**Power grid**

Pins as bars on the die edge. Tap cells in grey.
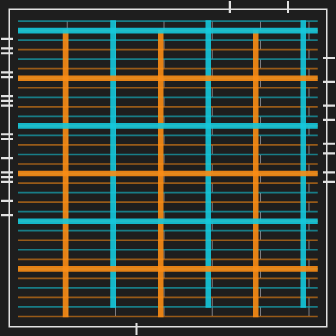
**Cells coloured by class**

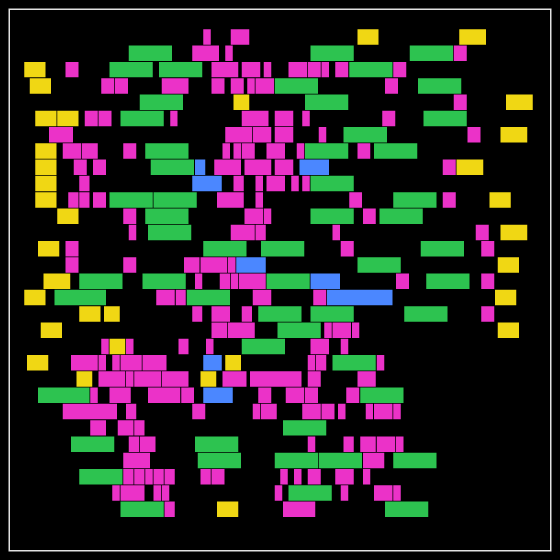
**Clock distribution**

Scale bar: 20 microns.
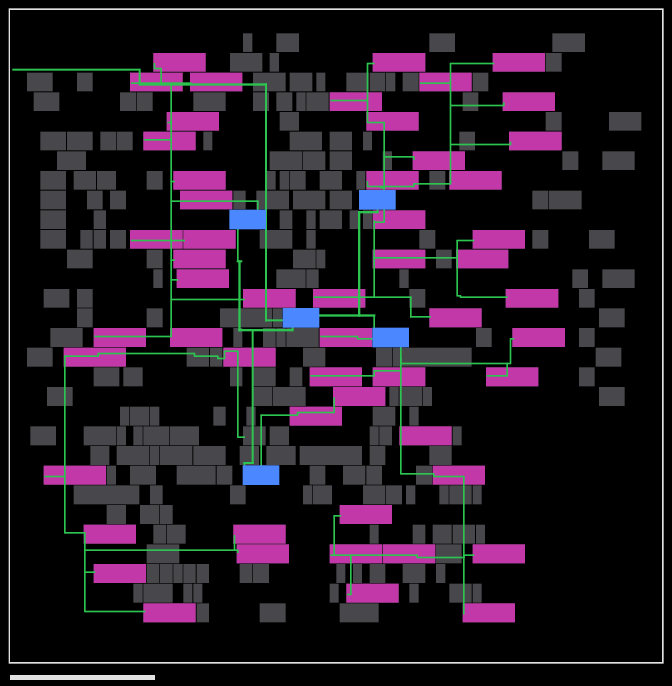
File: src/rtl/dvi_pkg.sv
// Shared DVI/TMDS definitions used by the transmit and receive paths.
//   TMDS_W            width of one TMDS symbol
//   COLOR_W           width of one decoded colour byte
//   CTRL_TOKEN_xx     the four control tokens, suffix is {C1,C0}
//   rx_align_state_t  receive word-alignment FSM states
//   tmds_dec_t        decoded symbol: de, ctrl {C1,C0}, data byte
//   is_ctrl_token()   1 when a word is one of the four control tokens
package dvi_pkg;

    localparam int TMDS_W  = 10;
    localparam int COLOR_W = 8;

    localparam logic [TMDS_W-1:0] CTRL_TOKEN_00 = 10'b1101010100;
    localparam logic [TMDS_W-1:0] CTRL_TOKEN_01 = 10'b0010101011;
    localparam logic [TMDS_W-1:0] CTRL_TOKEN_10 = 10'b0101010100;
    localparam logic [TMDS_W-1:0] CTRL_TOKEN_11 = 10'b1010101011;

    typedef enum logic [1:0] {
        RX_SEARCH = 2'd0,
        RX_SLIP   = 2'd1,
        RX_WAIT   = 2'd2,
        RX_LOCKED = 2'd3
    } rx_align_state_t;

    typedef struct packed {
        logic               de;
        logic [1:0]         ctrl;
        logic [COLOR_W-1:0] data;
    } tmds_dec_t;

    function automatic logic is_ctrl_token(input logic [TMDS_W-1:0] word);
        return (word == CTRL_TOKEN_00) || (word == CTRL_TOKEN_01) ||
               (word == CTRL_TOKEN_10) || (word == CTRL_TOKEN_11);
    endfunction

endpackage

File: src/rtl/tmds_channel_rx_if.sv
// Symbol/decoded-output bundle of one TMDS receive channel.
//   sym_i      raw 10-bit deserialized word, bit 0 first on the wire
//   bitslip_o  one-cycle request for a one-bit rotation in the deserializer
//   locked_o   word alignment established
//   de_o       1 = video data symbol
//   ctrl_o     {C1,C0} from a control token
//   data_o     decoded data byte
//   state_dbg  alignment FSM state, for observation only
// There is no valid/ready pair: the channel is a free-running stream, one
// symbol in and one decoded result out on every clock, with no back-pressure.
// master = deserializer/consumer side, slave = the receiver.
interface tmds_channel_rx_if;
    import dvi_pkg::*;

    logic [TMDS_W-1:0]  sym_i;
    logic               bitslip_o;
    logic               locked_o;
    logic               de_o;
    logic [1:0]         ctrl_o;
    logic [COLOR_W-1:0] data_o;
    rx_align_state_t    state_dbg;

    modport master (
        output sym_i,
        input  bitslip_o, locked_o, de_o, ctrl_o, data_o, state_dbg
    );

    modport slave (
        input  sym_i,
        output bitslip_o, locked_o, de_o, ctrl_o, data_o, state_dbg
    );

endinterface

File: src/rtl/tmds_decode_word.sv
// Combinational TMDS word decoder (DVI only, no TERC4).
//   word  10-bit aligned TMDS symbol
//   dec   {de, ctrl, data}: control token -> de=0, ctrl, data=0;
//         any other word -> de=1, ctrl=0, data decoded (invalid words
//         simply decode as data).
module tmds_decode_word
    import dvi_pkg::*;
(
    input  logic [TMDS_W-1:0] word,
    output tmds_dec_t         dec
);

    logic [COLOR_W-1:0] q_m;

    always_comb begin
        dec = '0;
        q_m = '0;
        case (word)
            CTRL_TOKEN_00: dec.ctrl = 2'b00;
            CTRL_TOKEN_01: dec.ctrl = 2'b01;
            CTRL_TOKEN_10: dec.ctrl = 2'b10;
            CTRL_TOKEN_11: dec.ctrl = 2'b11;
            default: begin
                dec.de = 1'b1;
                // bit 9 marks a DC-balancing inversion of the payload
                q_m = word[9] ? ~word[7:0] : word[7:0];
                dec.data[0] = q_m[0];
                // bit 8 selects XOR (1) or XNOR (0) transition coding
                for (int k = 1; k < COLOR_W; k++) begin
                    dec.data[k] = word[8] ? (q_m[k] ^ q_m[k-1])
                                          : ~(q_m[k] ^ q_m[k-1]);
                end
            end
        endcase
    end

endmodule

File: src/rtl/tmds_channel_rx.sv
// One TMDS receive channel: word alignment by bitslip plus decode.
//   clk_i    pixel clock (single domain)
//   rst_n_i  synchronous active-low reset
//   rx       tmds_channel_rx_if.slave: sym_i in; bitslip_o, locked_o,
//            de_o, ctrl_o, data_o, state_dbg out
// Alignment: a run of CTRL_RUN consecutive control tokens locks the channel.
// Without such a run inside SEARCH_TIMEOUT symbols, SEARCH requests a bitslip
// and waits SLIP_WAIT cycles; LOCKED falls back to SEARCH without slipping.
// Decode path: sym_i -> sym_d1 -> dec_q -> out_q, i.e. a symbol sampled at
// edge N appears on the outputs after edge N+2, gated by the current lock.
module tmds_channel_rx
    import dvi_pkg::*;
#(
    parameter int CTRL_RUN       = 8,
    parameter int SEARCH_TIMEOUT = 1024,
    parameter int SLIP_WAIT      = 8
) (
    input  logic             clk_i,
    input  logic             rst_n_i,
    tmds_channel_rx_if.slave rx
);

    localparam int RUN_W  = $clog2(CTRL_RUN) + 1;
    localparam int WIN_W  = $clog2(SEARCH_TIMEOUT) + 1;
    localparam int WAIT_W = $clog2(SLIP_WAIT) + 1;

    localparam logic [RUN_W-1:0]  RUN_FULL  = RUN_W'(CTRL_RUN);
    localparam logic [WIN_W-1:0]  WIN_LAST  = WIN_W'(SEARCH_TIMEOUT - 1);
    localparam logic [WAIT_W-1:0] WAIT_LAST = WAIT_W'(SLIP_WAIT - 1);

    rx_align_state_t   state_q;
    logic [RUN_W-1:0]  run_q;
    logic [RUN_W-1:0]  run_nxt;
    logic [WIN_W-1:0]  win_q;
    logic [WAIT_W-1:0] wait_q;
    logic              bitslip_q;
    logic [TMDS_W-1:0] sym_d1;
    tmds_dec_t         dec_w;
    tmds_dec_t         dec_q;
    tmds_dec_t         out_q;
    logic              tok_in;
    logic              run_full;
    logic              win_end;
    logic              locked;

    assign tok_in   = is_ctrl_token(rx.sym_i);
    assign run_full = (run_q == RUN_FULL);
    assign win_end  = (win_q == WIN_LAST);

    // run of consecutive tokens, saturating so it can never wrap
    always_comb begin
        run_nxt = '0;
        if (tok_in) begin
            run_nxt = run_full ? run_q : run_q + RUN_W'(1);
        end
    end

    tmds_decode_word u_decode (
        .word (sym_d1),
        .dec  (dec_w)
    );

    always_ff @(posedge clk_i) begin
        if (!rst_n_i) begin
            state_q   <= RX_SEARCH;
            run_q     <= '0;
            win_q     <= '0;
            wait_q    <= '0;
            bitslip_q <= 1'b0;
            sym_d1    <= '0;
            dec_q     <= '0;
            out_q     <= '0;
        end else begin
            sym_d1    <= rx.sym_i;
            dec_q     <= dec_w;
            out_q     <= dec_q;
            bitslip_q <= 1'b0;
            case (state_q)
                RX_SEARCH: begin
                    run_q <= run_nxt;
                    // a completed run beats a timeout on the same edge
                    if (run_full) begin
                        state_q <= RX_LOCKED;
                        win_q   <= '0;
                    end else if (win_end) begin
                        state_q   <= RX_SLIP;
                        bitslip_q <= 1'b1;
                        run_q     <= '0;
                        win_q     <= '0;
                    end else begin
                        win_q <= win_q + WIN_W'(1);
                    end
                end
                RX_SLIP: begin
                    state_q <= RX_WAIT;
                    run_q   <= '0;
                    win_q   <= '0;
                    wait_q  <= '0;
                end
                RX_WAIT: begin
                    // deserializer output is unsettled; ignore it entirely
                    run_q <= '0;
                    win_q <= '0;
                    if (wait_q == WAIT_LAST) begin
                        state_q <= RX_SEARCH;
                        wait_q  <= '0;
                    end else begin
                        wait_q <= wait_q + WAIT_W'(1);
                    end
                end
                RX_LOCKED: begin
                    run_q <= run_nxt;
                    if (run_full) begin
                        win_q <= '0;
                    end else if (win_end) begin
                        // alignment lost: search again from the current phase
                        state_q <= RX_SEARCH;
                        run_q   <= '0;
                        win_q   <= '0;
                    end else begin
                        win_q <= win_q + WIN_W'(1);
                    end
                end
                default: begin
                    state_q <= RX_SEARCH;
                    run_q   <= '0;
                    win_q   <= '0;
                    wait_q  <= '0;
                end
            endcase
        end
    end

    assign locked       = (state_q == RX_LOCKED);
    assign rx.locked_o  = locked;
    assign rx.bitslip_o = bitslip_q;
    assign rx.de_o      = locked & out_q.de;
    assign rx.ctrl_o    = locked ? out_q.ctrl : 2'b00;
    assign rx.data_o    = locked ? out_q.data : '0;
    assign rx.state_dbg = state_q;

endmodule
File: src/flat_wrapper.sv
// flat-port wrapper written by rule: the top's interface ports become plain ports
module tmds_channel_rx_flat import dvi_pkg::*;
#(
    parameter int CTRL_RUN       = 8,
    parameter int SEARCH_TIMEOUT = 1024,
    parameter int SLIP_WAIT      = 8
)
  (clk_i, rst_n_i, rx_sym_i, rx_bitslip_o, rx_locked_o, rx_de_o, rx_ctrl_o, rx_data_o, rx_state_dbg);
  tmds_channel_rx_if rx_i ();
  input  logic clk_i;
  input  logic rst_n_i;
  input wire logic [$bits(rx_i.sym_i)-1:0] rx_sym_i;
  output wire logic [$bits(rx_i.bitslip_o)-1:0] rx_bitslip_o;
  output wire logic [$bits(rx_i.locked_o)-1:0] rx_locked_o;
  output wire logic [$bits(rx_i.de_o)-1:0] rx_de_o;
  output wire logic [$bits(rx_i.ctrl_o)-1:0] rx_ctrl_o;
  output wire logic [$bits(rx_i.data_o)-1:0] rx_data_o;
  output wire logic [$bits(rx_i.state_dbg)-1:0] rx_state_dbg;
  assign rx_i.sym_i = rx_sym_i;
  assign rx_bitslip_o = rx_i.bitslip_o;
  assign rx_locked_o = rx_i.locked_o;
  assign rx_de_o = rx_i.de_o;
  assign rx_ctrl_o = rx_i.ctrl_o;
  assign rx_data_o = rx_i.data_o;
  assign rx_state_dbg = rx_i.state_dbg;
  tmds_channel_rx #(.CTRL_RUN(CTRL_RUN), .SEARCH_TIMEOUT(SEARCH_TIMEOUT), .SLIP_WAIT(SLIP_WAIT)) u_core (.clk_i(clk_i), .rst_n_i(rst_n_i), .rx(rx_i));
endmodule
File: config.mk
export PLATFORM = sky130hd
export DESIGN_NAME = tmds_channel_rx_flat
export DESIGN_NICKNAME = d
export VERILOG_FILES = /design/src/rtl/dvi_pkg.sv /design/src/rtl/tmds_channel_rx_if.sv /design/src/rtl/tmds_decode_word.sv /design/src/rtl/tmds_channel_rx.sv /design/src/flat_wrapper.sv
export SDC_FILE = /design/constraint.sdc
export NUM_CORES = 1
export LEC_CHECK = 0
export ABC_CLOCK_PERIOD_IN_PS = 1800
export CAP_MARGIN = 20
export CORE_MARGIN = 2
export CORE_UTILIZATION = 31
export CTS_CLUSTER_SIZE = 28
export DETAILED_ROUTE_END_ITERATION = 6
export PLACE_DENSITY_LB_ADDON = 0.08
export RECOVER_POWER = 50
export SLEW_MARGIN = 20
export SYNTH_ARGS = -nofsm -noshare
export SYNTH_HDL_FRONTEND = slang
export SYNTH_SLANG_ARGS = --single-unit
File: constraint.sdc
create_clock -name clk_i -period 1.8 [get_ports clk_i]
set_input_delay 0.18 -clock clk_i [delete_from_list [all_inputs] [get_ports clk_i]]
set_output_delay 0.18 -clock clk_i [all_outputs]
set_load 0.01 [all_outputs]
==> impl_metrics.tcl <==
# implementation run metrics
set metrics [dict create \
    clockBufferDepth 2 \
    cts_root_buf "clkbuf_8" \
    whs_endpoint "u_core.out_q[7]" \
    swShare_pct 21.92 \
    endpoint "u_core.run_q[2]" \
    syn_inst 235 \
    viasPerCell 4.149 \
    grt_max_degree 29 \
    crit_path_top_delay_cell "or4_4" \
    ys_sh_aoi_pct 2.716 \
    cts_max_level 2 \
    setup_viol 0 \
    syn_area_sq_um 2303 \
    fillers 752 \
    n_all_buffers 32 \
    final_layout_size_suffix_gt1_share_pct 10.04 \
    grt_overflow_total 0 \
    fp_nets 264 \
    cts_tree "done" \
    highest_layer "met4" \
    nFlopsAndLatches 54 \
    grt_util_all_layers_pct 10.27 \
    dp.cells 360 \
    openroad.warnings 35 \
    ys_area_sq_um 2303 \
    area_growth_syn_to_layout_pct 23.79 \
    period_needed_ns 1.675 \
    top_area_cell "dfxtp_1" \
    buffer_area_share_pct 11.23 \
    grt_pass1_vias 1491 \
    cts_setup_buffers 0 \
    clock_buffers 5 \
    ys_types 36 \
    worstPathArrival_ns 1.91 \
    non_clock_inverter_count 16 \
    antenna_found_initial 0 \
    drt_wl_total_mm 3.889 \
    r2r_cells 5 \
    min_path_type "flop to flop" \
    synthFlopType "dfxtp_1" \
    outcome "finished, final reports clean" \
    sequentialPower_mw 1.26 \
]
## Picture notes: 'power grid'
VDD -> cyan
VSS -> orange
signal pins = 27
met5 straps = 6
tap cells = 99
met1 rails = 32
rows = 31
chip width: 90.20 microns
Max VDD drop: 0.0003218 V
core area: 7214 sq um
DIE HEIGHT: 90.20 microns

## Picture notes: 'cells coloured by class'
clock drivers and dummy loads -> blue  # cells 8
combinational and other logic -> magenta  # cells 175
other buffers and delay cells -> yellow  # cells 32
flops -> green  # cells 54
Seq area share: 38.17%
Core Util, Final: 39.52%

## Picture notes: 'clock distribution'
flip-flops -> magenta  # count 54
clock wires -> green  # length 663 microns
clock drivers -> blue  # count 5
routed clock nets = 6
Clock power frac: 36.7%
Latency at later pin: 0.31 ns
clock-net power: 819 uW
Worst Skew: 0.008896 ns

No activity file was given, so power comes from the tool's default toggle rates.
